Routed metal, one color a layer:
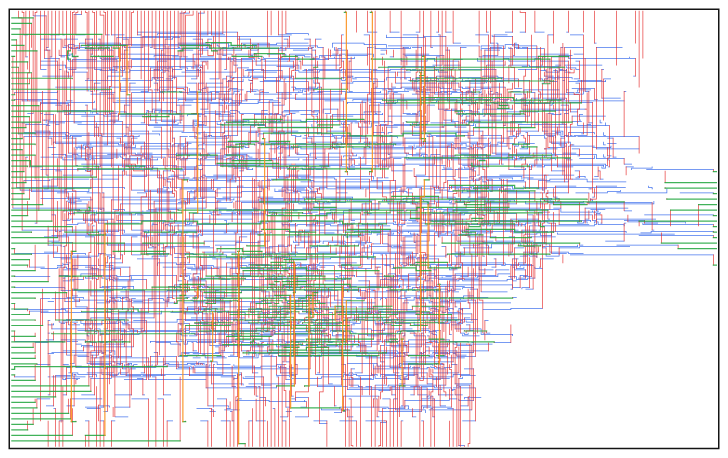
Clock network drawn from the DEF:
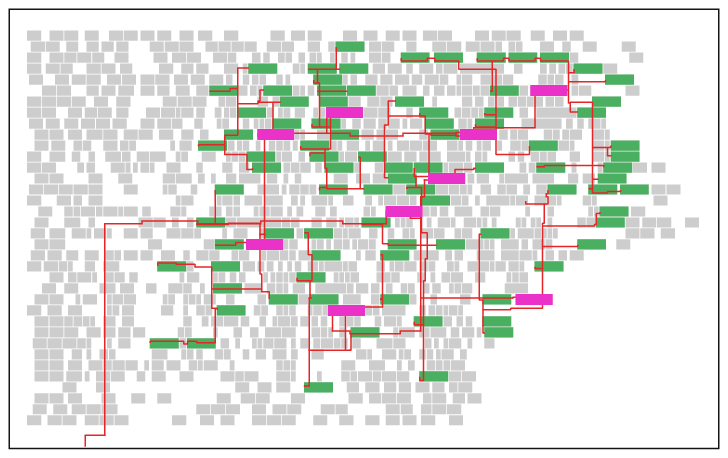
Routing congestion map:
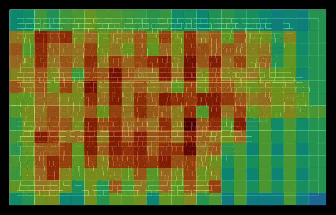
==> src/rtl/cg_stage_seq.sv <==
// cg_stage_seq - N-stage coil sequencer.
// A rising trigger fires each stage in turn: a per-stage pre-fire delay,
// then a drive window that ends on that stage's gate sensor or on its
// on-time limit. Reports active stage, sticky timeout flags, last on-time
// and a one-cycle completion pulse.
// Optional build macro: CG_SEQ_TMO_ABORT_EN - a timeout in any stage skips
// the remaining stages and completes the sequence immediately.
module cg_stage_seq #(
   parameter int N_STAGES = 4,
   parameter int CNT_W    = 24,
   parameter int STG_W    = 4
) (
   input  logic                      clk,
   input  logic                      I_RST,
   input  logic                      I_TRIG,
   input  logic [N_STAGES-1:0]       I_GATE,
   input  logic [N_STAGES*CNT_W-1:0] I_DLY,
   input  logic [N_STAGES*CNT_W-1:0] I_LMT,
   input  logic                      I_EN,
   input  logic                      I_OE,
   input  logic                      I_LEN,
   output logic [N_STAGES-1:0]       O_SOE,
   output logic                      O_RTE,
   output logic [STG_W-1:0]          O_STG,
   output logic [CNT_W-1:0]          O_ACC,
   output logic [N_STAGES-1:0]       O_TMO,
   output logic                      O_DONE
);

`ifdef CG_SEQ_TMO_ABORT_EN
   localparam bit TMO_ABORT = 1'b1;
`else
   localparam bit TMO_ABORT = 1'b0;
`endif

   localparam logic [STG_W-1:0] LAST_IDX = STG_W'(N_STAGES - 1);
   localparam logic [CNT_W-1:0] ONE      = CNT_W'(1);

   typedef enum logic [1:0] {
      S_IDLE,
      S_DELAY,
      S_FIRE,
      S_DONE
   } state_t;

   state_t              state;
   logic                trig_prev;
   logic [CNT_W-1:0]    dly_rem;
   logic [CNT_W-1:0]    lmt_eff;

   logic [STG_W-1:0]    nxt_idx;
   logic [CNT_W-1:0]    nxt_dly;
   logic [CNT_W-1:0]    nxt_lmt;
   logic [CNT_W-1:0]    nxt_lmt_eff;
   logic [N_STAGES-1:0] nxt_hot;
   logic [N_STAGES-1:0] cur_hot;
   logic [N_STAGES-1:0] oe_mask;
   logic                trig_rise;
   logic                gate_hit;
   logic                at_limit;
   logic                last_stage;

   assign oe_mask    = {N_STAGES{I_OE}};
   assign trig_rise  = I_TRIG & ~trig_prev;
   assign gate_hit   = |(I_GATE & cur_hot);
   assign at_limit   = (O_ACC == lmt_eff);
   assign last_stage = (O_STG == LAST_IDX);
   assign O_RTE      = (state == S_IDLE) & I_EN;

   // Look up the stage about to be entered (stage 0 from IDLE, else the next
   // one) and decode the current stage into a one-hot coil mask.
   always_comb begin
      nxt_idx     = (state == S_IDLE) ? '0 : O_STG + STG_W'(1);
      nxt_dly     = '0;
      nxt_lmt     = '0;
      nxt_hot     = '0;
      cur_hot     = '0;
      for (int k = 0; k < N_STAGES; k++) begin
         if (nxt_idx == STG_W'(k)) begin
            nxt_dly    = I_DLY[k*CNT_W +: CNT_W];
            nxt_lmt    = I_LMT[k*CNT_W +: CNT_W];
            nxt_hot[k] = 1'b1;
         end
         if (O_STG == STG_W'(k)) begin
            cur_hot[k] = 1'b1;
         end
      end
      if (!I_LEN) begin
         nxt_lmt_eff = '1;
      end else if (nxt_lmt == '0) begin
         nxt_lmt_eff = ONE;
      end else begin
         nxt_lmt_eff = nxt_lmt;
      end
   end

   // Sequencer: one state machine that owns every registered output so coil
   // drive changes on exactly the same edge as the state it belongs to.
   always_ff @(posedge clk) begin
      if (I_RST) begin
         state     <= S_IDLE;
         trig_prev <= 1'b0;
         dly_rem   <= '0;
         lmt_eff   <= '0;
         O_SOE     <= '0;
         O_STG     <= '0;
         O_ACC     <= '0;
         O_TMO     <= '0;
         O_DONE    <= 1'b0;
      end else begin
         trig_prev <= I_TRIG;
         O_DONE    <= 1'b0;
         case (state)
            S_IDLE: begin
               O_SOE <= '0;
               if (trig_rise && I_EN) begin
                  O_STG   <= '0;
                  O_TMO   <= '0;
                  lmt_eff <= nxt_lmt_eff;
                  if (nxt_dly == '0) begin
                     state <= S_FIRE;
                     O_ACC <= ONE;
                     O_SOE <= nxt_hot & oe_mask;
                  end else begin
                     state   <= S_DELAY;
                     dly_rem <= nxt_dly;
                     O_ACC   <= '0;
                  end
               end
            end

            S_DELAY: begin
               if (!I_EN) begin
                  state <= S_IDLE;
                  O_SOE <= '0;
               end else if (dly_rem == ONE) begin
                  state <= S_FIRE;
                  O_ACC <= ONE;
                  O_SOE <= cur_hot & oe_mask;
               end else begin
                  dly_rem <= dly_rem - ONE;
                  O_SOE   <= '0;
               end
            end

            S_FIRE: begin
               if (!I_EN) begin
                  state <= S_IDLE;
                  O_SOE <= '0;
               end else if (gate_hit || at_limit) begin
                  if (!gate_hit) begin
                     O_TMO <= O_TMO | cur_hot;
                  end
                  if (last_stage || (TMO_ABORT && !gate_hit)) begin
                     state  <= S_DONE;
                     O_DONE <= 1'b1;
                     O_SOE  <= '0;
                  end else begin
                     O_STG   <= nxt_idx;
                     lmt_eff <= nxt_lmt_eff;
                     if (nxt_dly == '0) begin
                        state <= S_FIRE;
                        O_ACC <= ONE;
                        O_SOE <= nxt_hot & oe_mask;
                     end else begin
                        state   <= S_DELAY;
                        dly_rem <= nxt_dly;
                        O_SOE   <= '0;
                     end
                  end
               end else begin
                  O_ACC <= O_ACC + ONE;
                  O_SOE <= cur_hot & oe_mask;
               end
            end

            S_DONE: begin
               O_SOE <= '0;
               if (!I_TRIG) begin
                  state <= S_IDLE;
               end
            end

            default: begin
               state <= S_IDLE;
               O_SOE <= '0;
            end
         endcase
      end
   end

endmodule

==> config.mk <==
export PLATFORM = sky130hd
export DESIGN_NAME = cg_stage_seq
export DESIGN_NICKNAME = d
export VERILOG_FILES = /design/src/rtl/cg_stage_seq.sv
export SDC_FILE = /design/constraint.sdc
export NUM_CORES = 1
export LEC_CHECK = 0
export CAP_MARGIN = 0
export CORE_ASPECT_RATIO = 0.6
export CORE_MARGIN = 4
export CORE_UTILIZATION = 40
export CTS_CLUSTER_DIAMETER = 50
export DETAILED_ROUTE_END_ITERATION = 6
export PLACE_DENSITY = 0.81
export SYNTH_ARGS = -nofsm -noshare
export SYNTH_HDL_FRONTEND = slang
export SYNTH_SLANG_ARGS = --single-unit
==> constraint.sdc <==
create_clock -name clk -period 5.4 [get_ports clk]
set_input_delay 0.54 -clock clk [delete_from_list [all_inputs] [get_ports clk]]
set_output_delay 0.54 -clock clk [all_outputs]
set_load 0.02 [all_outputs]
==> flow_summary_export.csv <==
group,metric,value,unit
layout,seq_share,18.4,%
clock_tree,clockBufferDepth,2,
clock_tree,h-tree-depth,3,
clock_tree,cts.hold.buffers_added,0,
drt,drt_iter0_markers,1142,
hold_path,holdPathEnd,"lmt_eff[1]$_SDFFE_PP0P_",
synthesis,synth-edff-count,0,
placed_design,place_ws,1.16,ns
critical_path,cp-end-kind,"flip-flop",
hold_path,whs_path_depth,2,
global_route,grt_max_degree,61,
hold_path,hp-start,"lmt_eff[1]$_SDFFE_PP0P_",
critical_path,r2r-start,"O_STG[0]$_SDFFE_PP0P_",
synthesis,yosysChipArea,0.00671,mm^2
layout,nonClockBufferCount,256,
final_timing,fmax,0.228,GHz
synthesis,yosysSeqAreaShare,26.2,%
final_timing,hold_ws,0.479,ns
drt,dr_wl_met3,3840,um
placed_design,gp_congestion,0.988,
critical_path,crit_path_max_incr_delay,0.53,ns
layout,reg_top3,"O_ACC (24), dly_rem (24), lmt_eff (24)",
final_timing,post-route-period-util,81.3,%
drt,drc,0,
power,power_density,370,mW/mm^2
final_timing,setup_tns,0,ns
placed_design,io_buffers,239,
synthesis,synth_stat.cells,886,
layout,seqCellArea,0.00176,mm^2
final_timing,slew_headroom,27.9,%
clock_tree,numCtsBuffers,9,
outcome,status,"completed",
power,p_sw,0.00160,W
floorplanning,die_h,108,um
global_route,grt_pass1_vias,7537,
drt,wl_met2,12100,um
synthesis,synth_area,0.00671,mm^2
layout,fill_cells,1470,
final_timing,setup_violations,0,
power,combPwrFrac,54.8,%
layout,comb_share,48.2,%
synthesis,ys_seq_elements,88,
layout,final-clk-cell-share,3.33,%
final_timing,hold_viol,0,
layout,drive_above_1_share,6.80,%
power,p_int,0.00194,W
job,tool_warnings,34,
global_route,antenna_found_initial,0,
layout,ff_count,88,
critical_path,path_max_fanout,24,
drt,wl_met1,11800,um
floorplanning,num_rows,36,
critical_path,reg2reg_setup_slack,1.01,ns
critical_path,arrival,4.67,ns
synthesis,yosys_warnings,0,
layout,utilization,58.5,%
layout,diodes,0,
critical_path,worst-r2r-cell-count,12,
## Picture notes: 'routed metal, one color a layer'
met2: shown in red, wire length 12100 um. met3: shown in green, wire length 3840 um. met1: shown in blue, wire length 11800 um. met4: shown in orange, wire length 634 um.
via count: 8243
DR WL/cell: 21.5 um
WL final: 28300 um

## Picture notes: 'clock network drawn from the DEF'
cells driving clock nets: shown in magenta, count 9. clock wires: shown in red, length 1220 um. flip-flops: shown in green, count 88.
There are 10 routed clock nets.
clock skew: 0.00741 ns
clock distribution power: 0.000687 W
clock latency at the later pin of the worst-skew pair: 0.35 ns
Clk pwr share: 19.4%

## Picture notes: 'routing congestion map'
GRT Max-Usage Layer: met2
Total GRT Usage: 28.0%
GR Util met3: 9.15%
met2 usage: 41.6%
global routing usage on met1: 39.1%

No activity file was given, so power comes from the tool's default toggle rates.
